Wire density map:
(3 px per micron) The die is cut into 24 by 25 equal tiles; dark purple is low, yellow is high, scaled to the fullest tile. Values are wire area over tile area, all layers added.
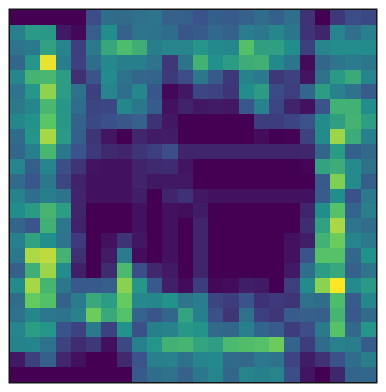
The clock network:
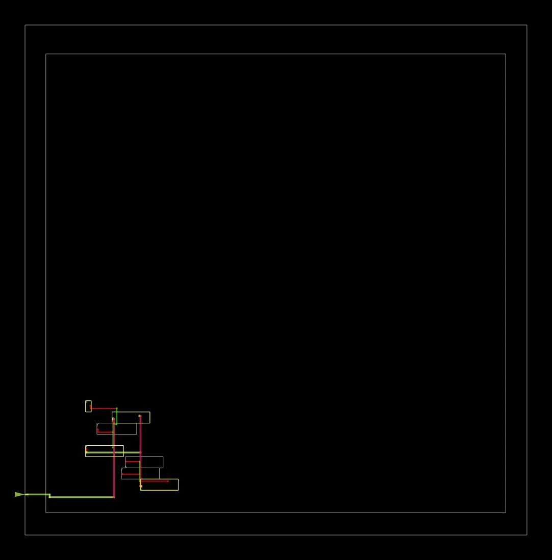
Cells colored by class:
(4 px per micron)
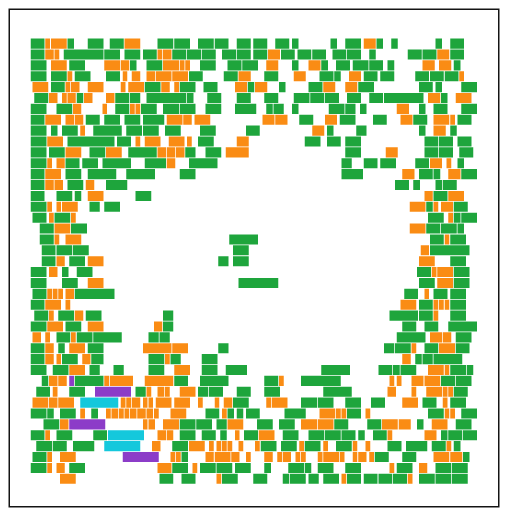
Cell sizes after repair:
(2 px per micron)
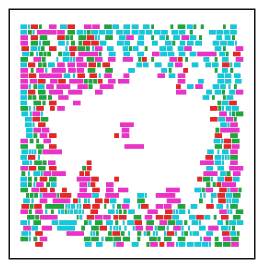
Met3 routing:
(3 px per micron) Cells faint in the background.
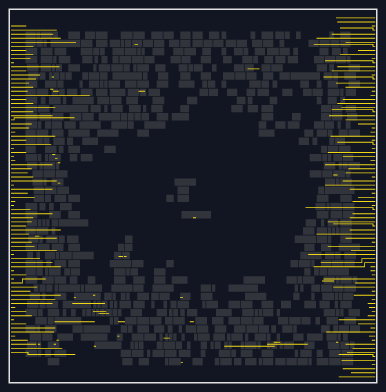
==> config.mk <==
export PLATFORM = sky130hd
export DESIGN_NAME = sync_split
export DESIGN_NICKNAME = d
export VERILOG_FILES = /design/src/rtl/sync_split_pkg.sv /design/src/rtl/sync_split.sv
export SDC_FILE = /design/constraint.sdc
export NUM_CORES = 1
export LEC_CHECK = 0
export ABC_AREA = 1
export CORE_AREA = 5 5 117 119
export DETAILED_ROUTE_END_ITERATION = 8
export DIE_AREA = 0 0 122 124
export GPL_TIMING_DRIVEN = 0
export PLACE_DENSITY = 0.69
export SETUP_SLACK_MARGIN = 0.3
export SYNTH_ARGS = -nofsm -noshare
export SYNTH_HDL_FRONTEND = slang
export SYNTH_SLANG_ARGS = --single-unit
==> constraint.sdc <==
create_clock -name clk -period 1.3 [get_ports clk]
set_clock_uncertainty 0.05 [all_clocks]
set_input_delay 0.195 -clock clk [delete_from_list [all_inputs] [get_ports clk]]
set_output_delay 0.195 -clock clk [all_outputs]
set_load 0.01 [all_outputs]
==> GITHUB_STEP_SUMMARY <==
## PnR job results

| Metric | Value |
|---|---|
| Synthesized area per cell | `4.911 sq um` |
| Max reg flops | `2` |
| H-tree depth | `1` |
| VDD IR max | `between 500 and 600 uV` |
| Flops after synth | `3` |
| Worst-path clk slew | `approximately 30 ps` |
| CP Capture Type | `primary output` |
| First-pass GRT wire length | `roughly 19000 microns` |
| Worst setup margin | `-853.9 ps` |
| Area of the die | `between 0.015 and 0.02 sq mm` |
| Total gr overflow | `0` |
| Layout Nets | `between 800 and 900` |
| Pin count of the biggest net entering global routing | `11` |
| Status | `complete, but fails checks` |
| RSZ-0062 raised after global routing | `yes` |
| Worst Reg-to-Reg Cells | `8` |
| ANT nets after route | `0` |
| Drt first pass iters | `4` |
| CP Max Fanout | `8` |
| Bufs on Longest Clock Path | `2` |
| Iter 0 DRT Violations | `a little under 50` |
| Layout cell share with drive strength beyond 1 | `between 50 and 60%` |
| Clk Tree Root Cell | `clkbuf_16` |
| Yosys cell count | `roughly 290` |
| Port Buffers | `a little over 300` |
| R2r setup slk | `-230 ps` |
| Setup Crit Path Kind | `flip-flop to primary output` |
| Final setup fails | `173` |
| Cells after synthesis | `approximately 290` |
| Violated checks | `negative setup slack` |
| Leak Pwr | `~3 nW` |
| Initial antenna violation count | `0` |
| Crit path time final | `2154 ps` |
| Pins Over Slew Limit | `0` |
| Synth Cell Area | `0.001444 sq mm` |
| Pwr Density | `approximately 300 mW/mm^2` |
| # DRC | `0` |
| Register area share after synthesis | `5.199%` |
| Vias per cell | `a little over 4` |
| Final HPWL DP | `around 10000 microns` |
| Yosys cell types | `16` |
| Inserted Diodes | `0` |
| Tool warnings | `29` |
| Yosys chip area | `approximately 0.0014 sq mm` |
| CTS tree | `built` |
| Worst EP required | `1050 ps` |
| Final Hold Fails | `0` |
| Syn nets | `431` |
| Pre-CTS WS | `-1234 ps` |
| HP Class | `primary input to asynchronous set/reset pin` |
| Fmax | `~460 MHz` |
| Chip width | `122 microns` |
| CTS Hold Bufs | `0` |
| Fill cells | `about 1100` |
| Final Wtd Congestion | `roughly 0.83` |
| IO Pins | `~310` |
| Max Cap Violations | `0` |
| Critical Path Start Type | `flip-flop` |
| Num CTS Buffers | `3` |
| Synthesis Warnings | `0` |
| Flop area | `approximately 76 sq um` |
| Total track usage | `~16%` |
| MI comb area | `approximately 0.0016 sq mm` |
| Final Cycle Share | `165.7%` |
| Crit path DAT | `approximately 1900 ps` |
| Die Span Y | `124 microns` |
| Vias in the first global route | `around 3500` |
| Initial Utilization | `a little under an eighth` |
## Picture notes: 'wire density map'
emptiest ninth of the die: middle
fullest tile: 0.53
densest ninth of the die: top left
Routed WL: 13740 microns
vias: 3399
DR WL/cell: 16.35 microns

## Picture notes: 'the clock network'
clkbuf count: 4
clk_lat worst skew: 220 ps
CTS sink cnt: 3

## Picture notes: 'cells colored by class'
legend:
  other buffers and delay cells:
    color: green
    cells: 390
    share_of_their_area: 67%
  combinational and other logic:
    color: orange
    cells: 271
    share_of_their_area: 31%
  clock drivers and dummy loads:
    color: purple
    cells: 4
    share_of_their_area: 1.3%
  flops:
    color: cyan
    cells: 3
    share_of_their_area: 1.2%
Std-Cell Rows: 41
fin util: 51.04%
Seq/total area: 1.200%
core outline area: 0.01247 sq mm

## Picture notes: 'cell sizes after repair'
legend:
  _0 and _1 cells:
    color: cyan
    cells: 282
  _6 and larger:
    color: magenta
    cells: 129
  _2 cells:
    color: green
    cells: 167
  _3 and _4 cells:
    color: red
    cells: 90
post-route design area: 0.006362 sq mm
Non-clock buffers: 390
area delta synth->final: 340.6%
worst setup margin: -853.9 ps

## Picture notes: 'met3 routing'
wire length on this layer: 1590 microns
share of all routed wire: 12%
main direction: horizontal
met3 GRT Util: 5.268%

-- layout by cell type (no fill, tap or decap), drive strengths merged --
master and n:
nor3 2, buf 197, inv 77, clkdlybuf4s50 135, clkbuf 5, a22o 32, nand2 12, dlygate4sd2 1
clkdlybuf4s15 55, nor2 139, bufbuf 1, dfrtp 3, conb 1, nand3 6, nand4 2
-- routing by layer --
metal / share of wire (%) / vias to the layer above / global-route usage, %
met3: 12 / 27 / 5.268
met4: 3.0 / 0 / 4.692
met2: 51 / 215 / 29.04
li1: - / 1619 / -
met5: 0 / - / 0
met1: 34 / 1538 / 17.00
-- area by class of cell --
cell class	instances	share of cell area, %
flip-flops and latches	3	1.200
multi-input cells	194	24.88
inverters	77	4.818
clock buffers	4	1.239
plain buffers	20	5.349
well taps	172	3.382
repair buffers	370	59.13
-- power by group --
| group | internal (mW) | switching (mW) | leakage [nW] |
|---|---|---|---|
| Sequential | 0.104 | 0.0111 | 0.0364 |
| Clock | 0.405 | 0.0847 | 0.0382 |
| Combinational | 0.781 | 0.547 | 2.92 |
-- repair_timing --
item,4_1_cts,5_1_grt
setup buffers,45,10
pin swaps,11,4
setup endpoints to repair,173,173
cloned,8,0
gates resized,743,90
-- critical path, stage by stage (launching register included) --
cell and delay (ps):
dfrtp_2 430, nor3_4 230, buf_6 140, nand2_8 60, buf_6 120, buf_12 130
buf_12 130, buf_12 120, buf_12 120, nor2_4 80, buf_6 110
-- cell families (layout without fill, tap and decap cells) --
| group | after synthesis | in the layout | synth area share [%] |
|---|---|---|---|
| buffers and inverters | 97 | 471 | 30.59 |
| AND-OR/OR-AND | 32 | 32 | 19.41 |
| flip-flops | 3 | 3 | 5.199 |
| AND/OR/NAND/NOR | 161 | 161 | 44.54 |
| other | 1 | 1 | 0.2597 |
-- through the flow --
step | instances | setup TNS, ps | instance area, sq um | total power, mW | hold WS (ps)
floorplan | 294 | -23800 | 1873 | 0.4932 | -92.86
global placement | 773 | -180510 | 5161 | 1.183 | 424.4
detailed placement | 773 | -183060 | 5161 | 1.196 | 436.3
CTS | 830 | -115740 | 5841 | 1.834 | 205.7
global route | 840 | -133830 | 6362 | 2.035 | 214.5
finish | 840 | -119220 | 6362 | 1.933 | 195.7
-- synth_stat cells --
master   count  area [sq um]
buf_4        6         45.04
nand2_2      2         12.51
a22o_1      32         280.3
nand3_1      6         30.03
buf_6        6         67.56
nor2_1     139         521.8
inv_2        4         15.01
nand4_1      2         12.51
dfrtp_1      3         75.07
buf_2        8         40.04
nor3_1       1         5.000
nor3_4       1         16.27
inv_1       73         274.0
conb_1       1         3.750
nand2_4      1         11.26
nand2_1      9         33.78
Power and IR drop assume default switching activity.
